<file path="config.mk">
export PLATFORM = sky130hd
export DESIGN_NAME = bt656_stream_tx_flat
export DESIGN_NICKNAME = d
export VERILOG_FILES = /design/src/rtl/bt656_stream_tx_if.sv /design/src/rtl/bt656_stream_tx.sv /design/src/flat_wrapper.sv
export SDC_FILE = /design/constraint.sdc
export NUM_CORES = 1
export LEC_CHECK = 0
export ABC_CLOCK_PERIOD_IN_PS = 7600
export CAP_MARGIN = 5
export CORE_MARGIN = 2
export CORE_UTILIZATION = 25
export DETAILED_ROUTE_END_ITERATION = 7
export PLACE_DENSITY = 0.36
export REMOVE_ABC_BUFFERS = 1
export SYNTH_ARGS = -nofsm -noshare
export SYNTH_HDL_FRONTEND = slang
export SYNTH_SLANG_ARGS = --single-unit
</file>
<file path="constraint.sdc">
create_clock -name clk -period 7.6 [get_ports clk]
set_input_delay 1.52 -clock clk [delete_from_list [all_inputs] [get_ports clk]]
set_output_delay 1.52 -clock clk [all_outputs]
set_load 0.005 [all_outputs]
</file>
<file path="src/rtl/bt656_stream_tx_if.sv">
// bt656_stream_tx_if: AXI4-Stream pixel channel feeding the BT.656 transmitter.
// tdata[15:8] carries chroma (Cb on even pixels, Cr on odd), tdata[7:0] carries Y.
interface bt656_stream_tx_if;
    logic [15:0] tdata;
    logic        tvalid;
    logic        tready;
    logic        tuser;
    logic        tlast;

    modport master (output tdata, output tvalid, output tuser, output tlast, input tready);
    modport slave  (input tdata, input tvalid, input tuser, input tlast, output tready);
endinterface

</file>
<file path="src/rtl/bt656_stream_tx.sv">
// bt656_stream_tx: consumes YCbCr 4:2:2 pixels from an AXI4-Stream slave and
// emits a free-running progressive BT.656 byte stream with EAV/SAV codes.
// Build option BT656_TX_DVP_EN adds the DVP href/vsync sideband; without it
// both sideband outputs are tied low and the byte stream is unchanged.
module bt656_stream_tx #(
    parameter int H_ACTIVE   = 640,
    parameter int H_BLANK    = 272,
    parameter int V_ACTIVE   = 480,
    parameter int V_BLANK    = 45,
    parameter int FIFO_DEPTH = 16
) (
    input  logic             clk,
    input  logic             rst,
    input  logic             enable_i,
    bt656_stream_tx_if.slave s_axis,
    output logic [7:0]       bt656_data_o,
    output logic             bt656_href_o,
    output logic             bt656_vsync_o,
    output logic             underrun_o,
    output logic             sof_err_o,
    output logic             eol_err_o
);
    localparam int LB   = 8 + H_BLANK + 2 * H_ACTIVE;
    localparam int VT   = V_ACTIVE + V_BLANK;
    localparam int HW   = $clog2(LB);
    localparam int VW   = $clog2(VT + 1);
    localparam int PW   = HW - 1;
    localparam int AW   = $clog2(FIFO_DEPTH);
    localparam int SAV0 = 4 + H_BLANK;
    localparam int ACT0 = 8 + H_BLANK;

    // XY status word with F fixed at 0 and the Hamming protection bits
    function automatic logic [7:0] xy_code(input logic v, input logic h);
        logic f;
        f = 1'b0;
        return {1'b1, f, v, h, v ^ h, f ^ h, f ^ v, f ^ v ^ h};
    endfunction

    // Byte idx of an FF 00 00 XY timing reference
    function automatic logic [7:0] timing_ref(input logic [1:0] idx, input logic [7:0] xy);
        logic [7:0] b;
        case (idx)
            2'd0:    b = 8'hFF;
            2'd3:    b = xy;
            default: b = 8'h00;
        endcase
        return b;
    endfunction

    // Keep 0x00/0xFF reserved for timing references
    function automatic logic [7:0] clamp(input logic [7:0] x);
        logic [7:0] r;
        if (x == 8'h00) begin
            r = 8'h01;
        end else if (x == 8'hFF) begin
            r = 8'hFE;
        end else begin
            r = x;
        end
        return r;
    endfunction

    logic [HW-1:0] hcnt_r;
    logic [VW-1:0] vcnt_r;
    logic          run_r;
    logic [17:0]   mem_r [FIFO_DEPTH];
    logic [AW-1:0] wr_ptr_r;
    logic [AW-1:0] rd_ptr_r;
    logic [AW:0]   count_r;
    logic [7:0]    data_r;
    logic [7:0]    y_r;
    logic          idle_ph_r;
    logic          under_r;
    logic          sof_r;
    logic          eol_r;

    logic          live_s;
    logic          active_line_s;
    logic          h_wrap_s;
    logic          v_wrap_s;
    logic          in_act_s;
    logic [1:0]    sav_idx_s;
    logic [HW-1:0] act_off_s;
    logic [PW-1:0] pixel_s;
    logic [17:0]   head_s;
    logic          fifo_empty_s;
    logic          fifo_full_s;
    logic          push_s;
    logic          pop_s;
    logic [7:0]    byte_s;
    logic [7:0]    y_nxt_s;
    logic          under_s;
    logic          sof_s;
    logic          eol_s;
    logic          idle_ph_nxt_s;

    assign live_s        = run_r & enable_i;
    assign active_line_s = vcnt_r < VW'(V_ACTIVE);
    assign h_wrap_s      = hcnt_r == HW'(LB - 1);
    assign v_wrap_s      = vcnt_r == VW'(VT - 1);
    assign in_act_s      = hcnt_r >= HW'(ACT0);
    assign sav_idx_s     = hcnt_r[1:0] - 2'(SAV0);
    assign act_off_s     = hcnt_r - HW'(ACT0);
    assign pixel_s       = act_off_s[HW-1:1];
    assign head_s        = mem_r[rd_ptr_r];
    assign fifo_empty_s  = count_r == '0;
    assign fifo_full_s   = count_r == (AW + 1)'(FIFO_DEPTH);
    assign s_axis.tready = enable_i & ~rst & ~fifo_full_s;
    assign push_s        = s_axis.tvalid & s_axis.tready;

    // Byte selection, FIFO pop and per-pixel checks for the current position
    always_comb begin
        byte_s        = 8'h80;
        y_nxt_s       = y_r;
        pop_s         = 1'b0;
        under_s       = 1'b0;
        sof_s         = 1'b0;
        eol_s         = 1'b0;
        idle_ph_nxt_s = 1'b0;
        if (live_s) begin
            if (hcnt_r < HW'(4)) begin
                byte_s = timing_ref(hcnt_r[1:0], xy_code(~active_line_s, 1'b1));
            end else if (hcnt_r < HW'(SAV0)) begin
                byte_s = hcnt_r[0] ? 8'h10 : 8'h80;
            end else if (!in_act_s) begin
                byte_s = timing_ref(sav_idx_s, xy_code(~active_line_s, 1'b0));
            end else if (!active_line_s) begin
                byte_s = act_off_s[0] ? 8'h10 : 8'h80;
            end else if (act_off_s[0]) begin
                byte_s = y_r;
            end else if (fifo_empty_s) begin
                byte_s  = 8'h80;
                y_nxt_s = 8'h10;
                under_s = 1'b1;
            end else begin
                pop_s   = 1'b1;
                byte_s  = clamp(head_s[15:8]);
                y_nxt_s = clamp(head_s[7:0]);
                sof_s   = head_s[16] != ((vcnt_r == '0) && (pixel_s == '0));
                eol_s   = head_s[17] != (pixel_s == PW'(H_ACTIVE - 1));
            end
        end else begin
            byte_s        = idle_ph_r ? 8'h10 : 8'h80;
            idle_ph_nxt_s = ~idle_ph_r;
        end
    end

    // Line/byte timing counters; held at the origin while not running
    always_ff @(posedge clk) begin
        if (rst || !enable_i) begin
            run_r  <= 1'b0;
            hcnt_r <= '0;
            vcnt_r <= '0;
        end else begin
            run_r <= 1'b1;
            if (run_r && h_wrap_s) begin
                hcnt_r <= '0;
                vcnt_r <= v_wrap_s ? '0 : vcnt_r + VW'(1);
            end else if (run_r) begin
                hcnt_r <= hcnt_r + HW'(1);
            end
        end
    end

    // FIFO pointers and occupancy; flushed whenever the transmitter is stopped
    always_ff @(posedge clk) begin
        if (rst || !enable_i) begin
            wr_ptr_r <= '0;
            rd_ptr_r <= '0;
            count_r  <= '0;
        end else begin
            if (push_s) begin
                wr_ptr_r <= wr_ptr_r + AW'(1);
            end
            if (pop_s) begin
                rd_ptr_r <= rd_ptr_r + AW'(1);
            end
            case ({push_s, pop_s})
                2'b10:   count_r <= count_r + (AW + 1)'(1);
                2'b01:   count_r <= count_r - (AW + 1)'(1);
                default: count_r <= count_r;
            endcase
        end
    end

    // FIFO storage: {tlast, tuser, tdata}
    always_ff @(posedge clk) begin
        if (push_s) begin
            mem_r[wr_ptr_r] <= {s_axis.tlast, s_axis.tuser, s_axis.tdata};
        end
    end

    // Registered byte stream, held luma and one-cycle status pulses
    always_ff @(posedge clk) begin
        if (rst) begin
            data_r    <= 8'h80;
            y_r       <= 8'h10;
            idle_ph_r <= 1'b1;
            under_r   <= 1'b0;
            sof_r     <= 1'b0;
            eol_r     <= 1'b0;
        end else begin
            data_r    <= byte_s;
            y_r       <= y_nxt_s;
            idle_ph_r <= idle_ph_nxt_s;
            under_r   <= under_s;
            sof_r     <= sof_s;
            eol_r     <= eol_s;
        end
    end

    assign bt656_data_o = data_r;
    assign underrun_o   = under_r;
    assign sof_err_o    = sof_r;
    assign eol_err_o    = eol_r;

`ifdef BT656_TX_DVP_EN
    logic href_r;
    logic vsync_r;

    // DVP qualifiers registered in step with the data byte
    always_ff @(posedge clk) begin
        if (rst) begin
            href_r  <= 1'b0;
            vsync_r <= 1'b0;
        end else begin
            href_r  <= live_s & active_line_s & in_act_s;
            vsync_r <= live_s & ~active_line_s;
        end
    end

    assign bt656_href_o  = href_r;
    assign bt656_vsync_o = vsync_r;
`else
    assign bt656_href_o  = 1'b0;
    assign bt656_vsync_o = 1'b0;
`endif

endmodule

</file>
<file path="src/flat_wrapper.sv">
// flat-port wrapper written by rule: the top's interface ports become plain ports
module bt656_stream_tx_flat 
#(
    parameter int H_ACTIVE   = 640,
    parameter int H_BLANK    = 272,
    parameter int V_ACTIVE   = 480,
    parameter int V_BLANK    = 45,
    parameter int FIFO_DEPTH = 16
)
  (clk, rst, enable_i, bt656_data_o, bt656_href_o, bt656_vsync_o, underrun_o, sof_err_o, eol_err_o, s_axis_tdata, s_axis_tvalid, s_axis_tuser, s_axis_tlast, s_axis_tready);
  bt656_stream_tx_if s_axis_i ();
  input  logic clk;
  input  logic rst;
  input  logic enable_i;
  output logic [7:0] bt656_data_o;
  output logic bt656_href_o;
  output logic bt656_vsync_o;
  output logic underrun_o;
  output logic sof_err_o;
  output logic eol_err_o;
  input wire logic [$bits(s_axis_i.tdata)-1:0] s_axis_tdata;
  input wire logic [$bits(s_axis_i.tvalid)-1:0] s_axis_tvalid;
  input wire logic [$bits(s_axis_i.tuser)-1:0] s_axis_tuser;
  input wire logic [$bits(s_axis_i.tlast)-1:0] s_axis_tlast;
  output wire logic [$bits(s_axis_i.tready)-1:0] s_axis_tready;
  assign s_axis_i.tdata = s_axis_tdata;
  assign s_axis_i.tvalid = s_axis_tvalid;
  assign s_axis_i.tuser = s_axis_tuser;
  assign s_axis_i.tlast = s_axis_tlast;
  assign s_axis_tready = s_axis_i.tready;
  bt656_stream_tx #(.H_ACTIVE(H_ACTIVE), .H_BLANK(H_BLANK), .V_ACTIVE(V_ACTIVE), .V_BLANK(V_BLANK), .FIFO_DEPTH(FIFO_DEPTH)) u_core (.clk(clk), .rst(rst), .enable_i(enable_i), .s_axis(s_axis_i), .bt656_data_o(bt656_data_o), .bt656_href_o(bt656_href_o), .bt656_vsync_o(bt656_vsync_o), .underrun_o(underrun_o), .sof_err_o(sof_err_o), .eol_err_o(eol_err_o));
endmodule
</file>
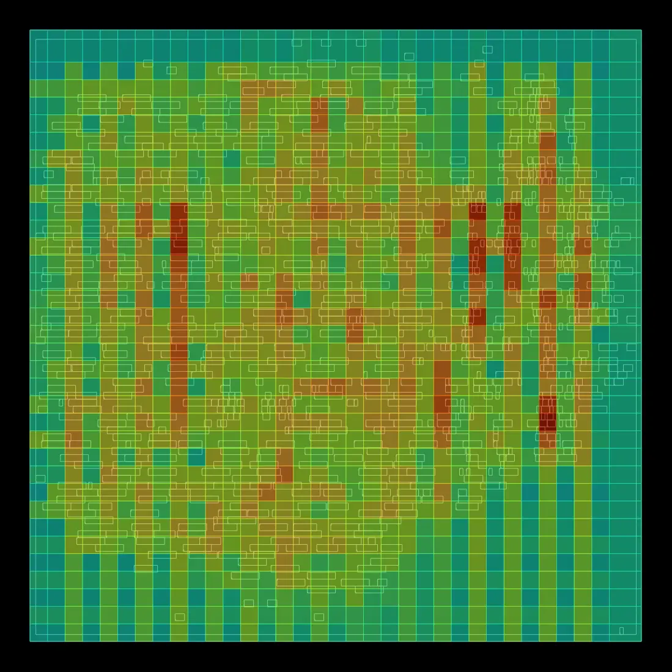
**Above:** routing congestion.
busiest metal layer after global routing: met2
met1 usage: 17.8%
met2 Usage GRT: 19.7%
Global Route met3 Usage: 2.28%

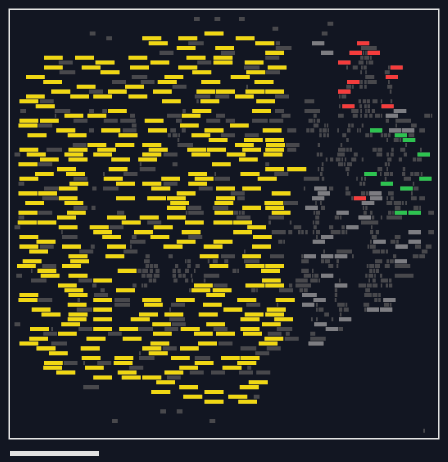
**Above:** register map, names as in the netlist.
Scale bar: 50 µm. Other sequential cells in the stronger gray, the rest of the logic in the fainter gray.
legend:
  yellow:
    signal: `u_core.mem_r`
    placed_flops: 288
  green:
    signal: `u_core.vcnt_r`
    placed_flops: 10
    where: right middle
  red:
    signal: `u_core.hcnt_r`
    placed_flops: 11
    where: top right
register share of the cell area: 60.0%
sequential power: 2.07 mW
Core Util, Final: 29.7%
FF/Latch Area: 9840 µm²

layout make-up:
cell class | count | area (µm²)
antenna | 2 | 5.00
clock buffer | 52 | 1090
clock inverter | 20 | 144
fill | 5459 | 38800
inverter | 17 | 63.8
multi-input combinational | 398 | 3870
sequential | 347 | 9840
tap | 748 | 936
timing repair buffer | 50 | 458
cell usage after synthesis, drive strengths merged, types with 2 or more instances:
| library cell | n | area share (%) |
|---|---|---|
| nand2b | 7 | 0.31 |
| a2111oi | 2 | 0.30 |
| o21bai | 2 | 0.11 |
| buf | 22 | 1.2 |
| ha | 13 | 1.2 |
| nor2 | 67 | 1.8 |
| mux4 | 76 | 12 |
| a21oi | 19 | 0.68 |
| mux2i | 6 | 0.43 |
| nand2 | 34 | 0.95 |
| a31oi | 3 | 0.13 |
| a22oi | 19 | 1.1 |
| o21ai | 12 | 0.43 |
| o311ai | 3 | 0.19 |
| nand3 | 8 | 0.29 |
| a41oi | 2 | 0.13 |
| nand4 | 15 | 0.67 |
| nor3 | 16 | 0.61 |
| o31ai | 4 | 0.25 |
| xor2 | 17 | 1.1 |
| nor2b | 5 | 0.22 |
| edfxtp | 288 | 62 |
| or4 | 3 | 0.16 |
| nand3b | 2 | 0.11 |
| inv | 16 | 0.43 |
| dfxtp | 59 | 8.5 |
| a221oi | 8 | 0.77 |
| or3 | 3 | 0.13 |
| and4 | 2 | 0.13 |
| and2 | 3 | 0.13 |
| and3 | 4 | 0.18 |
| clkbuf | 22 | 0.60 |
| xnor2 | 13 | 0.82 |
| a22o | 6 | 0.38 |
| a41o | 2 | 0.14 |
| nor4 | 5 | 0.31 |
| a31o | 2 | 0.13 |
critical path, cell delays in order:
cell	delay, ns
clkdlybuf4s50_1	0.70
nand2b_1	0.68
a21oi_1	0.37
clkdlybuf4s50_1	0.56
==> results.json <==
{
  "crit_path_start_kind": "primary input",
  "htreeDepth": 2,
  "ys_sh_xor_pct": 1.88,
  "wl_met3_um": 1280,
  "max-slew-margin-rel_pct": 19.5,
  "endpoint": "s_axis_tready",
  "place_ws_ns": 1.88,
  "reg.largest.list": "u_core.mem_r x288, u_core.hcnt_r x11, u_core.vcnt_r x10",
  "place_congestion": 0.735,
  "most-common-layout-cells": "288 x edfxtp_1, 76 x mux4_2, 57 x dfxtp_1",
  "synth.distinct_cells": 66,
  "drive_above_1_share_pct": 20.8,
  "p_leak_nw": 5.02,
  "firstDrtPassIters": 4,
  "crit_required_ns": 6.08,
  "drt-vias-per-instance": 4.43,
  "syn2layout_area_growth_pct": 17.5,
  "p_int_mw": 3.14,
  "ff_type": "edfxtp_1",
  "pwr-share-comb_pct": 2.0,
  "r2r-end": "u_core.y_r[0]",
  "endpoint_kind": "primary output",
  "fin_area_um2": 16400,
  "async_flop_share_pct": 0,
  "dp_cells": 1560,
  "overflow": 0,
  "vias": 7241,
  "fin_setup_tns_ns": 0,
  "wl_um": 35500,
  "fp-utilization_pct": 25.3,
  "ys_seq_share_pct": 70.4,
  "status": "completed",
  "route.detailed.drc": 0,
  "ys_ff": 347,
  "port_buffers": 33,
  "irDropWorstVdd_v": 0.000148,
  "pwr-share-seq_pct": 52.0,
  "clock-root-buffer": "clkbuf_16",
  "hold_start": "u_core.rd_ptr_r[3]",
  "cp-startpoint": "rst",
  "placementRows": 86,
  "openroad.warnings": 31,
  "r2r_cells": 7,
  "m1WireLength_um": 17100,
  "clkTransAtPathRegs_ns": 0.05
}
Power and IR drop assume default switching activity.
